==> images/port_trees.png <==
The bar under the picture is 20 microns long.
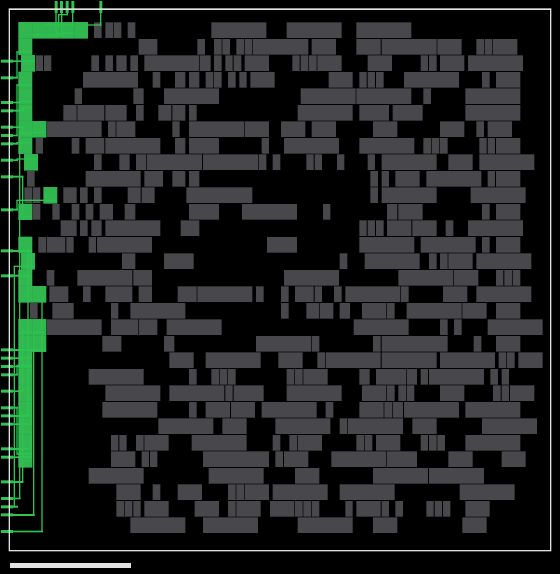
==> images/ff_map.png <==
The bar under the picture is 20 microns long.
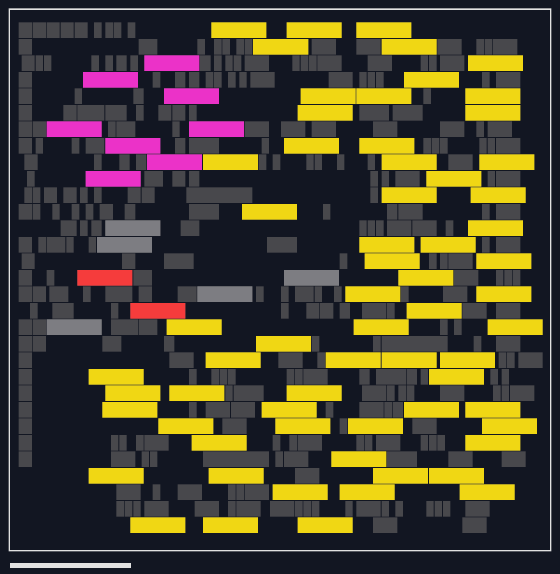
==> images/closeup.png <==
Region (2, 47) to (42, 87) microns. Cells in grey, sequential cells in the stronger grey; small squares are vias.
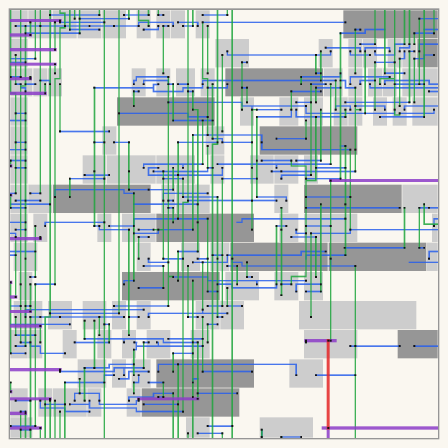
==> images/layers.png <==
Only two layers are drawn.
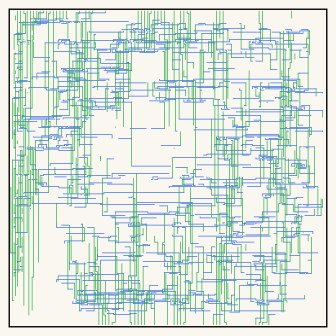
==> images/clock_nets.png <==
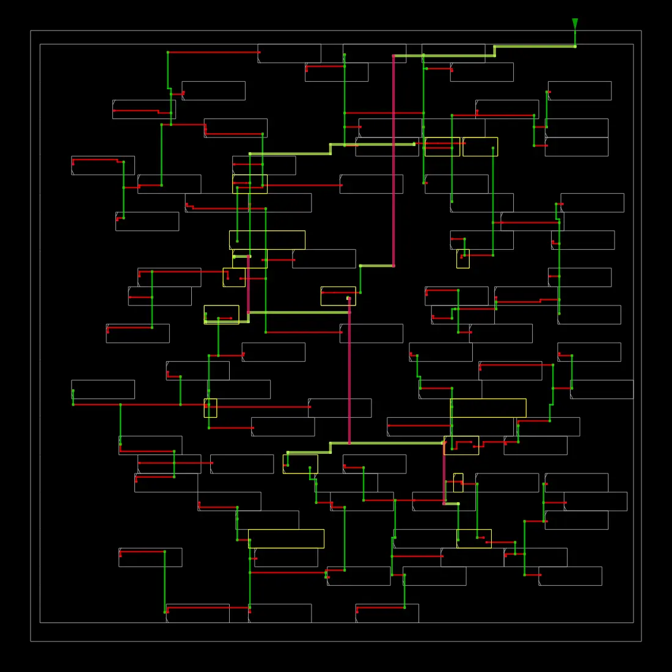
`config.mk`:
```
export PLATFORM = sky130hd
export DESIGN_NAME = block_ram_access_controller
export DESIGN_NICKNAME = d
export VERILOG_FILES = /design/src/rtl/block_ram_access_controller_pkg.sv /design/src/rtl/block_ram_access_controller_resp_queue2.sv /design/src/rtl/block_ram_access_controller.sv
export SDC_FILE = /design/constraint.sdc
export NUM_CORES = 1
export LEC_CHECK = 0
export CORE_UTILIZATION = 50
export DETAILED_ROUTE_END_ITERATION = 16
export DONT_BUFFER_PORTS = 1
export GPL_ROUTABILITY_DRIVEN = 0
export GPL_TIMING_DRIVEN = 0
export PLACE_DENSITY = 0.68
export RECOVER_POWER = 100
export SLEW_MARGIN = 10
export SYNTH_ARGS = -nofsm -noshare
export SYNTH_HDL_FRONTEND = slang
export SYNTH_SLANG_ARGS = --single-unit
```
`constraint.sdc`:
```
create_clock -name clk -period 6.97 [get_ports clk]
set_input_delay 1.394 -clock clk [delete_from_list [all_inputs] [get_ports clk]]
set_output_delay 1.394 -clock clk [all_outputs]
set_load 0.01 [all_outputs]
```
`src/rtl/block_ram_access_controller_pkg.sv`:
```
// Shared types for the block RAM access controller: controller states and
// response queue depth.
package BlockRamAccessTypes;

    typedef enum logic [1:0] {
        CLEAR,
        RUN,
        DRAIN
    } state_t;

    localparam int QUEUE_DEPTH = 2;

endpackage

```
`src/rtl/block_ram_access_controller_resp_queue2.sv`:
```
// Two-entry FIFO holding read responses captured from the RAM output.
// A push and a pop may happen in the same cycle at any occupancy.
module resp_queue2
    import BlockRamAccessTypes::*;
#(
    parameter int DATA_WIDTH = 32
) (
    input  logic                  clk,
    input  logic                  rst,
    input  logic                  push,
    input  logic [DATA_WIDTH-1:0] push_value,
    input  logic                  pop,
    output logic [DATA_WIDTH-1:0] pop_value,
    output logic [1:0]            count,
    output logic                  not_empty
);

    localparam logic [1:0] FULL_COUNT = 2'(QUEUE_DEPTH);

    logic [DATA_WIDTH-1:0] entries [QUEUE_DEPTH];
    logic                  rd_ptr;
    logic                  wr_ptr;

    // When full, wr_ptr equals rd_ptr, so a simultaneous pop+push overwrites
    // exactly the slot being handed out this cycle.
    always_ff @(posedge clk or posedge rst) begin
        if (rst) begin
            entries[0] <= '0;
            entries[1] <= '0;
            rd_ptr     <= 1'b0;
            wr_ptr     <= 1'b0;
            count      <= 2'd0;
        end else begin
            if (push) begin
                entries[wr_ptr] <= push_value;
                wr_ptr          <= ~wr_ptr;
            end
            if (pop) begin
                rd_ptr <= ~rd_ptr;
            end
            count <= count + {1'b0, push} - {1'b0, pop};
        end
    end

    assign pop_value = entries[rd_ptr];
    assign not_empty = (count != 2'd0);

    overflow_check: assert property (@(posedge clk) disable iff (rst)
        !(push && !pop && count == FULL_COUNT));

    underflow_check: assert property (@(posedge clk) disable iff (rst)
        !(pop && count == 2'd0));

endmodule

```
`src/rtl/block_ram_access_controller.sv`:
```
// Valid/ready front end for a 1-cycle-latency single-port block RAM: request
// muxing, read-response capture with back-pressure, and zero-fill clearing.
module block_ram_access_controller
    import BlockRamAccessTypes::*;
#(
    parameter int DATA_WIDTH  = 32,
    parameter int INDEX_WIDTH = 8
) (
    input  logic                   clk,
    input  logic                   rst,
    input  logic                   clearStart,
    output logic                   clearDone,
    input  logic                   reqValid,
    output logic                   reqReady,
    input  logic                   reqWrite,
    input  logic [INDEX_WIDTH-1:0] reqIndex,
    input  logic [DATA_WIDTH-1:0]  reqWriteValue,
    output logic                   respValid,
    input  logic                   respReady,
    output logic [DATA_WIDTH-1:0]  respReadValue,
    output logic [INDEX_WIDTH-1:0] ramIndex,
    output logic [DATA_WIDTH-1:0]  ramWriteValue,
    output logic                   ramWriteEnable,
    input  logic [DATA_WIDTH-1:0]  ramReadValue
);

    state_t                 state;
    state_t                 state_next;
    logic [INDEX_WIDTH-1:0] clear_index;
    logic                   inflight;
    logic                   accept;
    logic                   pop;
    logic [1:0]             queue_count;

    // clear_index is held at zero outside CLEAR so every clear starts at 0.
    always_ff @(posedge clk or posedge rst) begin
        if (rst) begin
            state       <= CLEAR;
            clear_index <= '0;
            inflight    <= 1'b0;
        end else begin
            state    <= state_next;
            inflight <= accept && !reqWrite;
            if (state == CLEAR) begin
                clear_index <= clear_index + INDEX_WIDTH'(1);
            end else begin
                clear_index <= '0;
            end
        end
    end

    always_comb begin
        state_next     = state;
        reqReady       = 1'b0;
        accept         = 1'b0;
        ramIndex       = reqIndex;
        ramWriteValue  = reqWriteValue;
        ramWriteEnable = 1'b0;
        case (state)
            CLEAR: begin
                ramIndex       = clear_index;
                ramWriteValue  = '0;
                ramWriteEnable = 1'b1;
                if (&clear_index) begin
                    state_next = RUN;
                end
            end
            RUN: begin
                // A pop this cycle frees a slot, so it counts as credit.
                reqReady       = (({1'b0, inflight} + queue_count) < 2'd2) || pop;
                accept         = reqValid && reqReady;
                ramWriteEnable = accept && reqWrite;
                if (clearStart) begin
                    state_next = DRAIN;
                end
            end
            DRAIN: begin
                if (!inflight) begin
                    state_next = CLEAR;
                end
            end
            default: begin
                state_next = CLEAR;
            end
        endcase
        if (rst) begin
            ramWriteEnable = 1'b0;
        end
    end

    assign pop       = respValid && respReady;
    assign clearDone = (state == RUN);

    resp_queue2 #(
        .DATA_WIDTH(DATA_WIDTH)
    ) u_resp_queue (
        .clk       (clk),
        .rst       (rst),
        .push      (inflight),
        .push_value(ramReadValue),
        .pop       (pop),
        .pop_value (respReadValue),
        .count     (queue_count),
        .not_empty (respValid)
    );

endmodule

```
==> out/results.md <==
| Result | Reported |
|---|---|
| Final count of negative-setup-slack endpoints | 0 |
| Inverters | 3 |
| Clk Latency, worst-skew pair | 0.34 ns |
| # port buffers | 0 |
| Critical Path Start Type | primary input |
| Max rail drop VDD | 0.0930 mV |
| Total internal power | 0.786 mW |
| Comb gate area | 0.00171 sq mm |
| Post-synthesis chip area from yosys | 0.00379 sq mm |
| Sort of element at the end of the critical path | asynchronous set/reset pin |
| Global-route wire length before repair | 12400 microns |
| Tally of max-capacitance violations | 1 |
| CTS Hold Buffers Added | 0 |
| Cell area power density | 262 mW/mm^2 |
| Commonest cells after routing, fill and taps aside | 126 x sky130_fd_sc_hd__nand2_1, 79 x sky130_fd_sc_hd__dfrtp_1, 64 x sky130_fd_sc_hd__mux2_1 |
| Layout cells sized above 1 | 5.70% |
| Type of the most critical hold path | reg2reg |
| Violations in the final reports | max-capacitance violations, max-slew violations |
| Result of the run | complete, but fails checks |
| Final net count | 462 |
| XORs/XNORs by Area | 1.62% |
| Slowest Stage Delay on Critical Path | 2.04 ns |
| Number of post-CTS setup repair buffers | 0 |
| Final sum of negative setup slack | 0 ns |
| Max-slew headroom at the worst pin | -86.8% |
| WP depth | 2 |
| Final Max Tran Viols | 53 |
| Worst path buffer plus inverter count | 2 |
| Routing usage on met3 | 6.46% |
| Clock tree from TritonCTS | built |
| Total power | 1.08 mW |
| Chip Area | 0.00792 sq mm |
| Depth of the worst hold-timing path | 2 |
| Maximum clock insertion buffer count | 2 |
| Leakage power of the design | 1.76 nW |
| Largest register FFs | 64 |
Notes on port_trees.png above:
legend:
  green:
    port: ramWriteValue
    bits: 32
    direction: output
    edge: 27 left, 5 top
    end_cells: 32
    buffers: 0
    wire: 394 microns

Notes on ff_map.png above:
legend:
  yellow:
    netlist_name: u_resp_queue.entries
    sequential_cells: 64
  magenta:
    netlist_name: clear_index
    sequential_cells: 8
    where: upper left
  red:
    netlist_name: u_resp_queue.count
    sequential_cells: 2
post-layout utilization of the core: 56.8%
sequential portion of the cell area: 47.8%
total area of sequential cells: 0.00198 sq mm

Notes on closeup.png above:
legend:
  red:
    layer: M4
  blue:
    layer: M1
  green:
    layer: M2
  purple:
    layer: M3
sequential cells in the window: 12
cells with their middle in the window: 110
netlist names of flops here include: clear_index (8), state (2), u_resp_queue.entries (2)
most frequent: nand2_1 (33), and2_0 (18), dfrtp_1 (12)

Notes on layers.png above:
legend:
  green:
    layer: M2
    wire_length: 4300 microns
  blue:
    layer: M1
    wire_length: 3270 microns

Notes on clock_nets.png above:
final clock skew: 0.00833 ns
clk pwr: 0.406 mW
cts bufs inserted: 9
number of sequential cells in the layout: 79

Power is estimated from default activity; no workload was simulated.
